==> config.mk <==
export PLATFORM = sky130hd
export DESIGN_NAME = complete_arbiter
export DESIGN_NICKNAME = d
export VERILOG_FILES = /design/src/rtl/complete_arbiter.sv
export SDC_FILE = /design/constraint.sdc
export NUM_CORES = 1
export LEC_CHECK = 0
export CORE_MARGIN = 2
export CORE_UTILIZATION = 34
export CTS_CLUSTER_SIZE = 24
export DETAILED_ROUTE_END_ITERATION = 6
export PLACE_DENSITY = 0.73
export SLEW_MARGIN = 20
export SYNTH_ARGS = -nofsm -noshare
export SYNTH_HDL_FRONTEND = slang
export SYNTH_HIERARCHICAL = 1
export SYNTH_SLANG_ARGS = --single-unit
==> constraint.sdc <==
create_clock -name clk -period 2.3 [get_ports clk]
set_clock_uncertainty 0.1 [all_clocks]
set_input_delay 0.345 -clock clk [delete_from_list [all_inputs] [get_ports clk]]
set_output_delay 0.345 -clock clk [all_outputs]
set_load 0.05 [all_outputs]
==> src/rtl/complete_arbiter.sv <==
// Round-robin arbiter sharing the single completion broadcast (regfile write
// port + rename pending-clear) among p_num_pipes execute pipes.

// Per-pipe slice: flags a request at or above the current priority pointer.
module complete_arbiter_lane #(
  parameter int IDX = 0,
  parameter int PW  = 1
) (
  input  logic          val,
  input  logic [PW-1:0] prio,
  output logic          hi
);
  assign hi = val && (32'(prio) <= IDX);
endmodule

module complete_arbiter #(
  parameter int p_seq_num_bits  = 5,
  parameter int p_num_pipes     = 2,
  parameter int p_num_phys_regs = 36,
  localparam int p_phys_addr_bits = $clog2(p_num_phys_regs)
) (
  input  logic                                             clk,
  input  logic                                             rst,
  input  logic [p_num_pipes-1:0]                           req_val,
  output logic [p_num_pipes-1:0]                           req_rdy,
  input  logic [p_num_pipes-1:0][p_seq_num_bits-1:0]       req_seq_num,
  input  logic [p_num_pipes-1:0][4:0]                      req_waddr,
  input  logic [p_num_pipes-1:0][p_phys_addr_bits-1:0]     req_preg,
  input  logic [p_num_pipes-1:0]                           req_wen,
  input  logic [p_num_pipes-1:0][31:0]                     req_wdata,
  output logic                                             complete_val,
  output logic [p_seq_num_bits-1:0]                        complete_seq_num,
  output logic [4:0]                                       complete_waddr,
  output logic [p_phys_addr_bits-1:0]                      complete_preg,
  output logic                                             complete_wen,
  output logic [31:0]                                      complete_wdata,
  output logic [15:0]                                      conflict_cnt
);
  localparam int PW = (p_num_pipes > 1) ? $clog2(p_num_pipes) : 1;

  logic [PW-1:0]          prio, nxt_prio, g;
  logic [p_num_pipes-1:0] hi;
  logic                   grant, multi;

  for (genvar i = 0; i < p_num_pipes; i++) begin : g_lane
    complete_arbiter_lane #(.IDX(i), .PW(PW)) u_lane (
      .val (req_val[i]),
      .prio(prio),
      .hi  (hi[i])
    );
  end

  // Winner: lowest request at/above prio, else lowest request overall (wrap).
  always_comb begin
    grant = |req_val;
    g     = '0;
    for (int i = p_num_pipes - 1; i >= 0; i--)
      if (req_val[i]) g = PW'(i);
    for (int i = p_num_pipes - 1; i >= 0; i--)
      if (hi[i]) g = PW'(i);
    nxt_prio = (32'(g) == p_num_pipes - 1) ? '0 : g + 1'b1;
    req_rdy  = '0;
    if (grant && !rst) req_rdy[g] = 1'b1;
  end

  // Two or more simultaneous requests: clearing the lowest set bit leaves one.
  assign multi = |(req_val & (req_val - 1'b1));

  // Pointer advance past the winner; held across idle cycles.
  always_ff @(posedge clk or posedge rst) begin
    if (rst)        prio <= '0;
    else if (grant) prio <= nxt_prio;
  end

  // Output register: valid every granted cycle, payload held when idle.
  always_ff @(posedge clk or posedge rst) begin
    if (rst) begin
      complete_val     <= 1'b0;
      complete_seq_num <= '0;
      complete_waddr   <= '0;
      complete_preg    <= '0;
      complete_wen     <= 1'b0;
      complete_wdata   <= '0;
    end else begin
      complete_val <= grant;
      if (grant) begin
        complete_seq_num <= req_seq_num[g];
        complete_waddr   <= req_waddr[g];
        complete_preg    <= req_preg[g];
        complete_wen     <= req_wen[g];
        complete_wdata   <= req_wdata[g];
      end
    end
  end

  // Saturating count of contended cycles.
  always_ff @(posedge clk or posedge rst) begin
    if (rst)                                conflict_cnt <= '0;
    else if (multi && conflict_cnt != '1)   conflict_cnt <= conflict_cnt + 16'd1;
  end
endmodule

==> impl_metrics.json <==
{
  "status": "finished clean",
  "nNetsFinal": 526,
  "warning_count": 26,
  "ff_type": "dfrtp_1",
  "placementRows": 33,
  "drv_slew": 0,
  "hp-class": "reg -> reg",
  "slowest_delay_ns": 0.53,
  "hold_viol": 0,
  "yosysSeqAreaShare": 0.576,
  "synth_cells": 250,
  "drtAntennaViolNets": 0,
  "ys_async_sr_fraction": 1.00,
  "slew-limit-headroom": 0.445,
  "fmax_mhz": 464,
  "min_path_cells": 2,
  "synth_flop_count": 67,
  "r2r-start": "conflict_cnt[0]",
  "powerDensity_nw_per_um2": 785,
  "critical_path_arrival_ns": 1.71,
  "dieWidth_um": 96.5,
  "place_inst": 516,
  "min_to": "complete_preg[1]",
  "finish.utilization": 0.603,
  "syn_avg_cell_area_sq_um": 11.6,
  "track_usage": 0.182,
  "drv_cap": 0,
  "path_buffers": 2,
  "core_sq_um": 8260,
  "clkSlewWorstSetupHoldPaths_ns": 0.06,
  "grt_pass1_wl_um": 12900,
  "rsz0062_at_grt": "no",
  "syn-cell-area_sq_um": 2910,
  "fp_util": 0.352,
  "dr.pass1.iters": 6,
  "finalPower_w": 0.00391,
  "grt_overflow": 0,
  "initialDrtViolationCount": 185,
  "post_cts_resize_count": 0,
  "cp-end-kind": "output pin",
  "dp_hpwl_um": 6160,
  "seq_power_share": 0.384,
  "switching_power_w": 0.00150,
  "grt_pass1_vias": 2800,
  "period_needed_ns": 2.16,
  "drc": 0,
  "final_layout_size_suffix_gt1_frac": 0.0960,
  "swShare": 0.383,
  "ctsHoldBuffers": 0,
  "min_from": "complete_preg[1]",
  "crit_family": "buffers and inverters",
  "die_y_um": 96.5,
  "vias_per_cell": 5.09,
  "ir_drop_v": 0.000319,
  "ys_cells": 250,
  "die_area_sq_um": 9310,
  "combPwrFrac": 0.390,
  "cts_tree": "built",
  "ff2ff_setup_slack_ns": 0.38,
  "final_layout_top_logic_cells": "clkdlybuf4s50_1 (167), dfrtp_1 (67), inv_1 (53)",
  "start_kind": "input port",
  "tightest_slew_ns": 0.832,
  "p_leak_nw": 2.26,
  "fin_crit_sh": 0.938,
  "wl_per_cell_um": 15.9,
  "setup_viol": 0,
  "cp_max_fo": 4,
  "fill_cells": 727,
  "required_ns": 1.86,
  "post_cts_buffers": 0,
  "fin_ws_ns": 0.143,
  "routabilityCongestion": 0.744,
  "yosys_warnings": 6,
  "h-tree-depth": 3,
  "antennaDiodeCount": 0,
  "r2r.worst_path.cells": 6,
  "clock_power_share": 0.226,
  "critPathSlowestCell": "clkdlybuf4s50_1",
  "p_int_w": 0.00241,
  "synth_cell_types": 31,
  "criticalPathCategory": "in -> out",
  "dp_slack_ns": -0.173,
  "portBuffers": 169,
  "path_cells": "clkdlybuf4s50_1, nor2b_4, a21oi_1, a21oi_4, and2_1, buf_4",
  "ios": 170,
  "timing.rr.end": "conflict_cnt[1]",
  "ys_chip_area_sq_um": 2910,
  "grt_max_degree": 68,
  "floorplan.nets": 353,
  "syn2layout_area_growth_pct": 71.1,
  "edf_count": 0,
  "clock_path_buffers": 2,
  "root_buffer": "clkbuf_8",
  "antenna_found_initial": 0
}
stage by stage:
stage	instance area (sq um)	hold slack (ns)	TNS, ns
2_1_floorplan	2910	0.366	0
3_3_place_gp	4780	0.390	-0.845
3_5_place_dp	4780	0.397	-4.82
4_1_cts	4960	0.413	0
5_1_grt	4980	0.440	0
6_report	4980	0.409	0
final cells by class:
type,instances,area [sq um],area share
repair buffers,179,1800,0.361
flip-flops and latches,67,1680,0.337
well taps,105,131,0.0264
inverters,54,206,0.0415
clock inverters,2,10.0,0.00201
clock buffers,13,169,0.0339
multi-input cells,112,985,0.198
worst register-to-register path, cell delays in order, from the launching register on:
cell and delay, ns:
dfrtp_1 0.42, ha_1 0.19, nand4_1 0.19, nor4_2 0.32, buf_4 0.23, nor2_1 0.09
mux2_2 0.27
cells by family (layout without fill, tap and decap cells):
group,after synthesis,in the layout,share of synthesized area
and+or+nand+nor,42,42,0.0989
buffers and inverters,71,248,0.0942
adders and majority gates,1,1,0.00430
muxes,2,2,0.00731
xor gates and xnor gates,13,13,0.0391
AOI/OAI and AO/OA,54,54,0.180
DFF,67,67,0.576
synthesized netlist by cell type (2+ instances only):
| cell | count | area share |
|---|---|---|
| nor3_1 | 5 | 0.0086 |
| nor4_2 | 2 | 0.0086 |
| xnor2_1 | 4 | 0.012 |
| dfrtp_1 | 67 | 0.58 |
| nand4_2 | 2 | 0.0086 |
| nand3_1 | 5 | 0.0086 |
| nand4_1 | 4 | 0.0086 |
| nand2_1 | 3 | 0.0039 |
| a222oi_1 | 49 | 0.17 |
| buf_4 | 2 | 0.0052 |
| clkbuf_1 | 15 | 0.019 |
| xor2_1 | 9 | 0.027 |
| a21oi_1 | 2 | 0.0034 |
| or2_2 | 3 | 0.0065 |
| inv_1 | 54 | 0.070 |
| nor2_1 | 9 | 0.012 |
sequential cells by signal, summed over array words and instances (netlist names):
register          count
complete_preg         6
complete_seq_num      5
complete_val          1
complete_waddr        5
complete_wdata       32
complete_wen          1
conflict_cnt         16
prio                  1
metal layers:
layer  vias up  GRT usage  routed length, um
met5         -          0                  0
met1      1298      0.213               3370
met3         8     0.0652                769
li1       1277          -                  -
met4         0     0.0681                 93
met2       127      0.307               4220
worst max path at each step:
stage                           from  slack, ns  cells past startpoint           endpoint
after floorplan                  rst       0.02                      2         req_rdy[0]
after global placement    req_val[0]      -0.04                      5  complete_waddr[2]
after detailed placement  req_val[0]      -0.17                      5   complete_preg[0]
after CTS                 req_val[0]       0.13                      6         req_rdy[0]
after global routing      req_val[0]       0.07                      6         req_rdy[0]
final                     req_val[0]       0.14                      6         req_rdy[0]
power groups by stage:
stage	Sequential, W	Combinational (W)	Clock (W)
after floorplan	0.00210	0.000300	0
after global placement	0.00152	0.00151	0
after detailed placement	0.00152	0.00153	0
after CTS	0.00150	0.00153	0.000919
after global routing	0.00153	0.00161	0.000967
final	0.00150	0.00152	0.000882
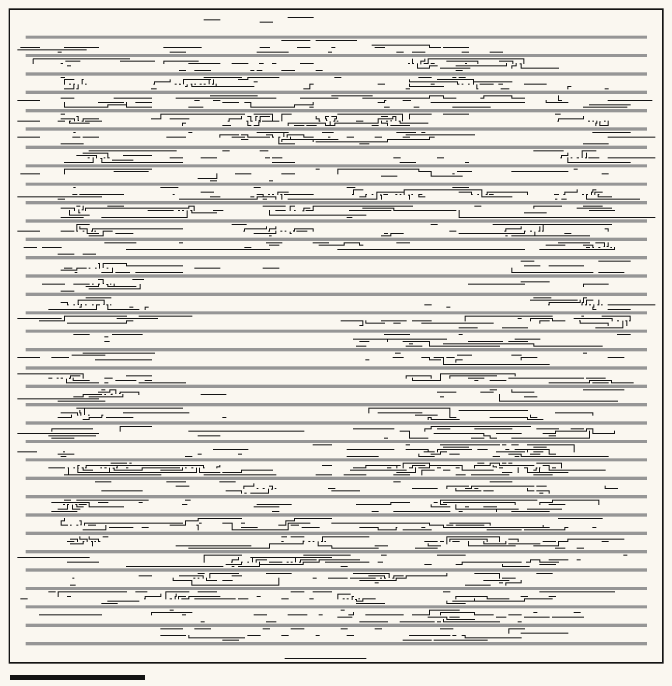
(met1 routing)
The bar under the picture is 20 um long. Supply wires on this layer in gray.
nets with wire on the layer: 448
main direction: horizontal
share of all routed wire: 40%
Routed WL: 8450 um
via count: 2,710

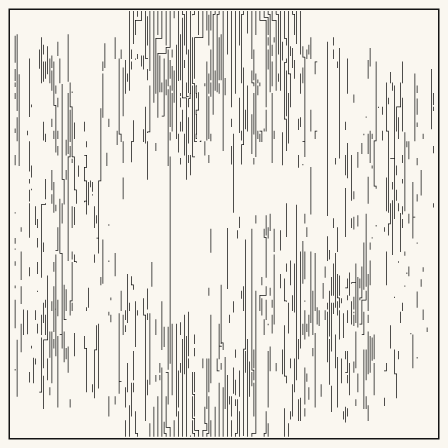
(signal wires on met2)
main direction: vertical
longest straight run: 46.6 um
met2 Use GR: 0.307

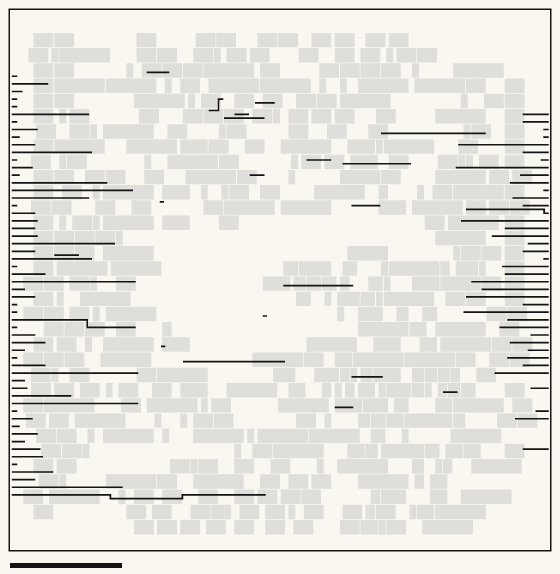
(metal 3)
The bar under the picture is 20 um long.
wire length on this layer: 769 um
share of all routed wire: 9.1%
nets with wire on the layer: 105

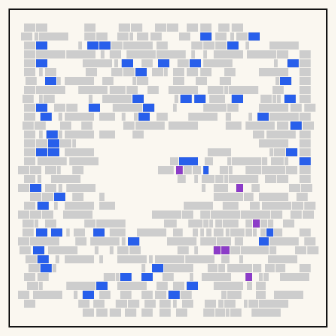
(gate families picked out)
[aoi and oai cells] blue | cells: 53 | where: widely spread
[and/or cells] purple | cells: 6
Finished Layout Cells: 532
Commonest Layout Cell: clkdlybuf4s50_1
Comb/total area: 0.198

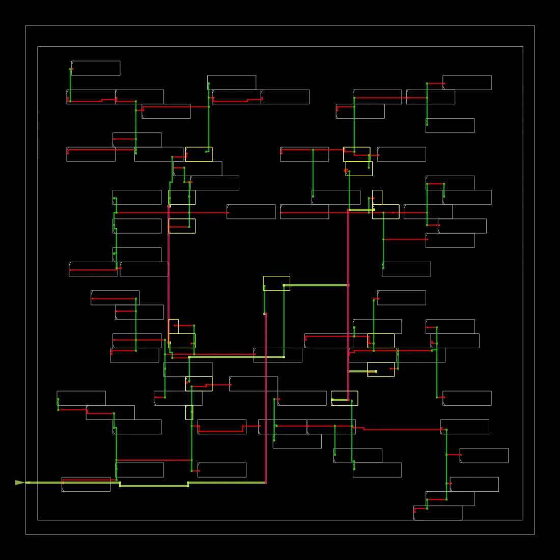
(the clock network)
clock sink count: 67
Clk Latency, worst-skew pair: 0.33 ns
total CTS buffers: 9

Power is estimated from default activity; no workload was simulated.
